### Track usage over the die

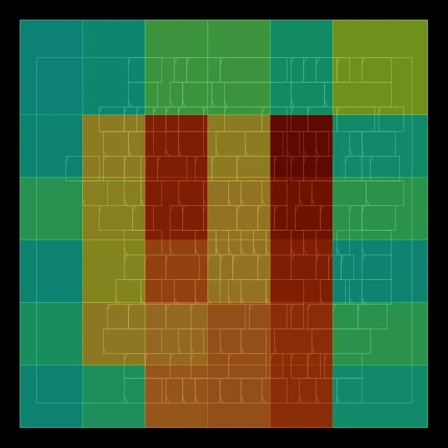
### Wires at chosen ports, followed through buffers

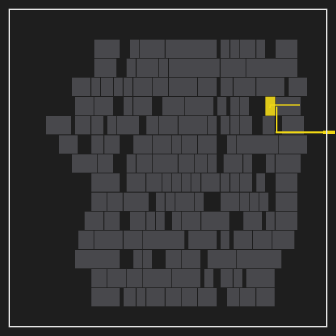
### Cell classes on the final placement

Bar = 10 um. Fill, decap, tap and diode cells in gray.
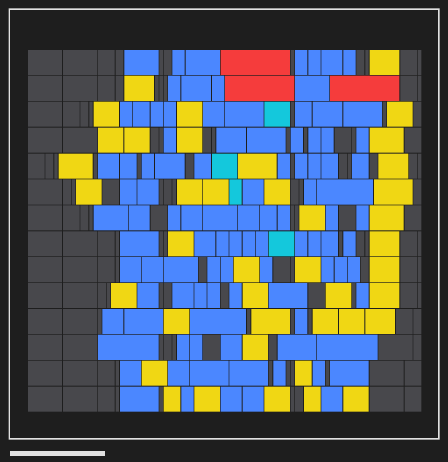
### M1 wires

Supply wires on this layer in gray.
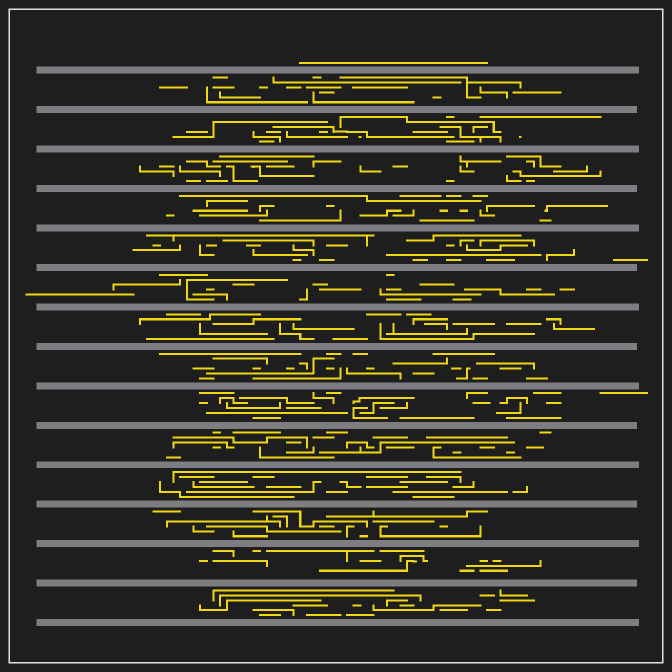
### Local utilization

The die is cut into 9 by 9 equal tiles; white is low, dark blue is high, 0 to 100% covered.
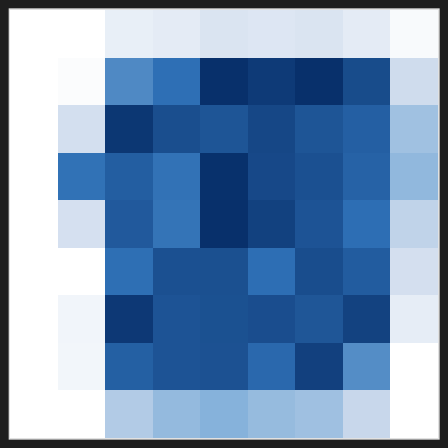
<file path="src/rtl/cotm32_pkg.sv">
// rtl/cotm32_pkg.sv - shared cotm32 types, opcodes and control-sequencer enums
package cotm32_pkg;

    localparam int XLEN = 32;

    typedef enum logic [2:0] {
        IMM_I = 3'd0,
        IMM_S = 3'd1,
        IMM_B = 3'd2,
        IMM_U = 3'd3,
        IMM_J = 3'd4
    } imm_t;

    typedef enum logic {
        PC_PLUS4  = 1'b0,
        PC_TARGET = 1'b1
    } pc_sel_t;

    typedef enum logic [2:0] {
        ST_FETCH  = 3'd0,
        ST_DECODE = 3'd1,
        ST_EXEC   = 3'd2,
        ST_MEM    = 3'd3,
        ST_WB     = 3'd4,
        ST_TRAP   = 3'd5
    } ctrl_state_t;

    // Classes group opcodes that share one path through the sequencer.
    typedef enum logic [2:0] {
        CLS_ALU     = 3'd0,
        CLS_JUMP    = 3'd1,
        CLS_BRANCH  = 3'd2,
        CLS_LOAD    = 3'd3,
        CLS_STORE   = 3'd4,
        CLS_SYS     = 3'd5,
        CLS_ILLEGAL = 3'd6
    } inst_class_t;

    localparam logic [6:0] OPC_LUI      = 7'b0110111;
    localparam logic [6:0] OPC_AUIPC    = 7'b0010111;
    localparam logic [6:0] OPC_JAL      = 7'b1101111;
    localparam logic [6:0] OPC_JALR     = 7'b1100111;
    localparam logic [6:0] OPC_BRANCH   = 7'b1100011;
    localparam logic [6:0] OPC_LOAD     = 7'b0000011;
    localparam logic [6:0] OPC_STORE    = 7'b0100011;
    localparam logic [6:0] OPC_OP_IMM   = 7'b0010011;
    localparam logic [6:0] OPC_OP       = 7'b0110011;
    localparam logic [6:0] OPC_MISC_MEM = 7'b0001111;
    localparam logic [6:0] OPC_SYSTEM   = 7'b1110011;

endpackage

</file>
<file path="src/rtl/inst_class_dec.sv">
// rtl/inst_class_dec.sv - opcode to instruction class, immediate format and legal flag
module inst_class_dec
    import cotm32_pkg::*;
(
    input  logic [6:0]  i_opcode,
    output inst_class_t o_class,
    output imm_t        o_imm,
    output logic        o_legal
);

    always_comb begin
        o_class = CLS_ILLEGAL;
        o_imm   = IMM_I;
        o_legal = 1'b1;
        case (i_opcode)
            OPC_LUI:      begin o_class = CLS_ALU;    o_imm = IMM_U; end
            OPC_AUIPC:    begin o_class = CLS_ALU;    o_imm = IMM_U; end
            OPC_JAL:      begin o_class = CLS_JUMP;   o_imm = IMM_J; end
            OPC_JALR:     begin o_class = CLS_JUMP;   o_imm = IMM_I; end
            OPC_BRANCH:   begin o_class = CLS_BRANCH; o_imm = IMM_B; end
            OPC_LOAD:     begin o_class = CLS_LOAD;   o_imm = IMM_I; end
            OPC_STORE:    begin o_class = CLS_STORE;  o_imm = IMM_S; end
            OPC_OP_IMM:   begin o_class = CLS_ALU;    o_imm = IMM_I; end
            OPC_OP:       begin o_class = CLS_ALU;    o_imm = IMM_I; end
            OPC_MISC_MEM: begin o_class = CLS_SYS;    o_imm = IMM_I; end
            OPC_SYSTEM:   begin o_class = CLS_SYS;    o_imm = IMM_I; end
            default:      o_legal = 1'b0;
        endcase
    end

endmodule

</file>
<file path="src/rtl/ctrl_fsm.sv">
// rtl/ctrl_fsm.sv - cotm32 multi-cycle control sequencer; COTM32_ILLEGAL_TRAP_EN adds the TRAP state and o_trap
module ctrl_fsm
    import cotm32_pkg::*;
(
    input  logic            i_clk,
    input  logic            i_rst,
    input  logic [XLEN-1:0] i_inst,
    input  logic            i_mem_ready,
    input  logic            i_br_taken,
    output imm_t            o_imm_sel,
    output logic            o_ir_we,
    output logic            o_pc_we,
    output pc_sel_t         o_pc_sel,
    output logic            o_mem_req,
    output logic            o_mem_we,
    output logic            o_mem_addr_pc,
`ifdef COTM32_ILLEGAL_TRAP_EN
    output logic            o_trap,
`endif
    output logic            o_rf_we
);

    ctrl_state_t r_state;
    ctrl_state_t w_next;
    inst_class_t w_class;
    imm_t        w_imm;
    logic        w_legal;

    inst_class_dec u_dec (
        .i_opcode (i_inst[6:0]),
        .o_class  (w_class),
        .o_imm    (w_imm),
        .o_legal  (w_legal)
    );

`ifdef COTM32_ILLEGAL_TRAP_EN
    logic w_unused_inst;
    assign w_unused_inst = ^i_inst[XLEN-1:7];
`else
    logic w_unused_inst;
    assign w_unused_inst = ^{i_inst[XLEN-1:7], w_legal};
`endif

    always_ff @(posedge i_clk) begin
        if (i_rst) begin
            r_state <= ST_FETCH;
        end else begin
            r_state <= w_next;
        end
    end

    always_comb begin
        w_next = r_state;
        case (r_state)
            ST_FETCH:  if (i_mem_ready) w_next = ST_DECODE;
            ST_DECODE: begin
                w_next = ST_EXEC;
`ifdef COTM32_ILLEGAL_TRAP_EN
                if (!w_legal) w_next = ST_TRAP;
`endif
            end
            ST_EXEC: begin
                case (w_class)
                    CLS_LOAD, CLS_STORE:             w_next = ST_MEM;
                    CLS_BRANCH, CLS_SYS, CLS_ILLEGAL: w_next = ST_FETCH;
                    default:                         w_next = ST_WB;
                endcase
            end
            ST_MEM: begin
                if (i_mem_ready) w_next = (w_class == CLS_STORE) ? ST_FETCH : ST_WB;
            end
            ST_WB:   w_next = ST_FETCH;
`ifdef COTM32_ILLEGAL_TRAP_EN
            ST_TRAP: w_next = ST_TRAP;
`endif
            default: w_next = ST_FETCH;
        endcase
    end

    // Outputs are forced to their idle values while reset is held, whatever the state.
    always_comb begin
        o_imm_sel     = (i_rst || r_state == ST_FETCH) ? IMM_I : w_imm;
        o_ir_we       = 1'b0;
        o_pc_we       = 1'b0;
        o_pc_sel      = PC_PLUS4;
        o_mem_req     = 1'b0;
        o_mem_we      = 1'b0;
        o_mem_addr_pc = 1'b0;
        o_rf_we       = 1'b0;
`ifdef COTM32_ILLEGAL_TRAP_EN
        o_trap        = 1'b0;
`endif
        if (!i_rst) begin
            case (r_state)
                ST_FETCH: begin
                    o_mem_req     = 1'b1;
                    o_mem_addr_pc = 1'b1;
                    o_ir_we       = i_mem_ready;
                end
                ST_EXEC: begin
                    case (w_class)
                        CLS_BRANCH: begin
                            o_pc_we  = 1'b1;
                            o_pc_sel = i_br_taken ? PC_TARGET : PC_PLUS4;
                        end
                        CLS_SYS, CLS_ILLEGAL: o_pc_we = 1'b1;
                        default: ;
                    endcase
                end
                ST_MEM: begin
                    o_mem_req = 1'b1;
                    o_mem_we  = (w_class == CLS_STORE);
                    o_pc_we   = i_mem_ready && (w_class == CLS_STORE);
                end
                ST_WB: begin
                    o_rf_we  = 1'b1;
                    o_pc_we  = 1'b1;
                    o_pc_sel = (w_class == CLS_JUMP) ? PC_TARGET : PC_PLUS4;
                end
`ifdef COTM32_ILLEGAL_TRAP_EN
                ST_TRAP: o_trap = 1'b1;
`endif
                default: ;
            endcase
        end
    end

endmodule

</file>
<file path="config.mk">
export PLATFORM = sky130hd
export DESIGN_NAME = ctrl_fsm
export DESIGN_NICKNAME = d
export VERILOG_FILES = /design/src/rtl/cotm32_pkg.sv /design/src/rtl/inst_class_dec.sv /design/src/rtl/ctrl_fsm.sv
export SDC_FILE = /design/constraint.sdc
export NUM_CORES = 1
export LEC_CHECK = 0
export ABC_AREA = 1
export CAP_MARGIN = 5
export CORE_MARGIN = 1.5
export CORE_UTILIZATION = 31
export CTS_CLUSTER_DIAMETER = 60
export DETAILED_ROUTE_END_ITERATION = 16
export PLACE_DENSITY = 0.8
export SYNTH_ARGS = -nofsm -noshare
export SYNTH_HDL_FRONTEND = slang
export SYNTH_HIERARCHICAL = 1
export SYNTH_SLANG_ARGS = --single-unit
</file>
<file path="constraint.sdc">
create_clock -name i_clk -period 1.8 [get_ports i_clk]
set_input_delay 0.18 -clock i_clk [delete_from_list [all_inputs] [get_ports i_clk]]
set_output_delay 0.18 -clock i_clk [all_outputs]
set_load 0.02 [all_outputs]
</file>
==> flow_metrics.env <==
# yosys + openroad results
export IMPL_ys_top_logic_family="simple AND/OR/NAND/NOR gates"
export IMPL_critPathSlowestCell="nor2_1"
export IMPL_grt_max_degree=10
export IMPL_mux_area_share_pct=0
export IMPL_hold_class="input pin to register"
export IMPL_p_per_area_nw_per_um2=413
export IMPL_tritoncts="built"
export IMPL_synth_cells=104
export IMPL_fmaxAchievable_ghz=0.558
export IMPL_antenna_found_initial=0
export IMPL_ys_sh_aoi_pct=8.94
export IMPL_status="finished, final reports clean"
export IMPL_path_delay_family="simple AND/OR/NAND/NOR gates"
export IMPL_ys_chip_area_um2=546
export IMPL_path_common_cell="nand2_2"
export IMPL_clock_latency_late_pin_ps=250
export IMPL_dp_cells=151
export IMPL_largest_reg_flops=3
export IMPL_comb_power_share_pct=50.5
export IMPL_top_area_share_pct=15.1
export IMPL_setup_viol_count_final=0
export IMPL_finalClockSkew_ps=4.90
export IMPL_die_x_um=45.0
export IMPL_largest_register="r_state"
About 'Track usage over the die':
global routing's busiest layer: met2
met2 GRT Util: 33.4%
met3 usage: 2.40%
Routed WL per cell: 13.6 um

About 'Wires at chosen ports, followed through buffers':
Key: yellow = i_mem_ready [direction input, edge east, end cells 1, buffers 1, wire 14.8 um]

About 'Cell classes on the final placement':
Key: red = flops [cells 3]; yellow = other buffers and delay cells [cells 41]; cyan = clock drivers and dummy loads [cells 4]; blue = combinational and other logic [cells 100]

About 'M1 wires':
146 nets have wire on it. The longest straight run is 19.8 um. The layer holds 42% of the routed length.
vias: 865
Routed WL: 2220 um
M1 GR Usage: 25.1%

About 'Local utilization':
43% of the tiles are over 75% full. The fullest tile reaches 100%. The densest ninth of the die: center. The emptiest ninth of the die: north-west.
core box area: 1580 um^2
Core Density at Floorplan: 34.6%

## worst paths after layout
| check | start | to | slack (ps) | cells past startpoint |
|---|---|---|---|---|
| worst max register to register | r_state[2] | r_state[1] | 650 | 7 |
| worst max-delay path | i_inst[3] | o_pc_we | 7 | 15 |
| worst min-delay path | i_rst | r_state[0] | 600 | 3 |
| worst min register to register | r_state[2] | r_state[2] | 630 | 3 |
## cells in the mapped netlist (all sizes together)
master and instances:
nor3 6, clkinv 1, clkbuf 1, o21ai 1, inv 17, o22ai 1, nand3 10, dfxtp 3
nand2 29, a21oi 6, nor2 27, nand4 2
## layout by cell type (no fill, tap or decap), drive strengths merged
master          n
clkinv          1
a21oi           6
dlygate4sd2     7
nor3            6
nand2          29
o21ai           1
buf            27
inv            17
clkbuf          8
nor2           27
dfxtp           3
o22ai           1
nand4           2
clkdlybuf4s50   3
nand3          10
## repair_timing
action / 4_1_cts / 5_1_grt
pin swaps: 15 / 21
hold buffers: 0 / 0
setup endpoints to repair: 10 / 5
resized: 53 / 46
setup buffers: 4 / 5
## worst register-to-register path: cells and delay by family (launching register included)
kind / cells / cell delay (ps)
simple gates: 4 / 410
flops: 1 / 370
buf+inv: 3 / 270
## metrics by stage
stage,power (mW),hold slack [ps]
6_report,0.439,601
5_1_grt,0.461,645
4_1_cts,0.399,572
3_5_place_dp,0.267,588
3_3_place_gp,0.262,557
2_1_floorplan,0.186,419
## layer usage
| metal | part of all wire [%] | global-route usage [%] |
|---|---|---|
| met1 | 42 | 25.1 |
| met2 | 51 | 33.4 |
| met3 | 4.5 | 2.40 |
| met4 | 2.2 | 7.06 |
| met5 | 0 | 0 |
## cells by family (layout without fill, tap and decap cells)
kind of cell           Yosys count  after routing
AOI/OAI and AO/OA                8              8
buffers and inverters           19             63
DFF                              3              3
and+or+nand+nor                 74             74
## area by class of cell
cell class	count	area, um^2	area share [%]
clock buffer	4	26.3	2.47
inverter	18	75.1	7.06
multi-input combinational	82	554	52.1
sequential	3	60.1	5.65
tap	16	20.0	1.88
timing repair buffer	41	328	30.8
## power by group through the flow
stage,registers (mW),logic (mW),clock network [mW]
after floorplan,0.0834,0.103,0
after CTS,0.0843,0.188,0.127
after global routing,0.0868,0.240,0.134
final,0.0860,0.222,0.131
after global placement,0.0850,0.177,0
after detailed placement,0.0854,0.181,0
Power and IR drop assume default switching activity.
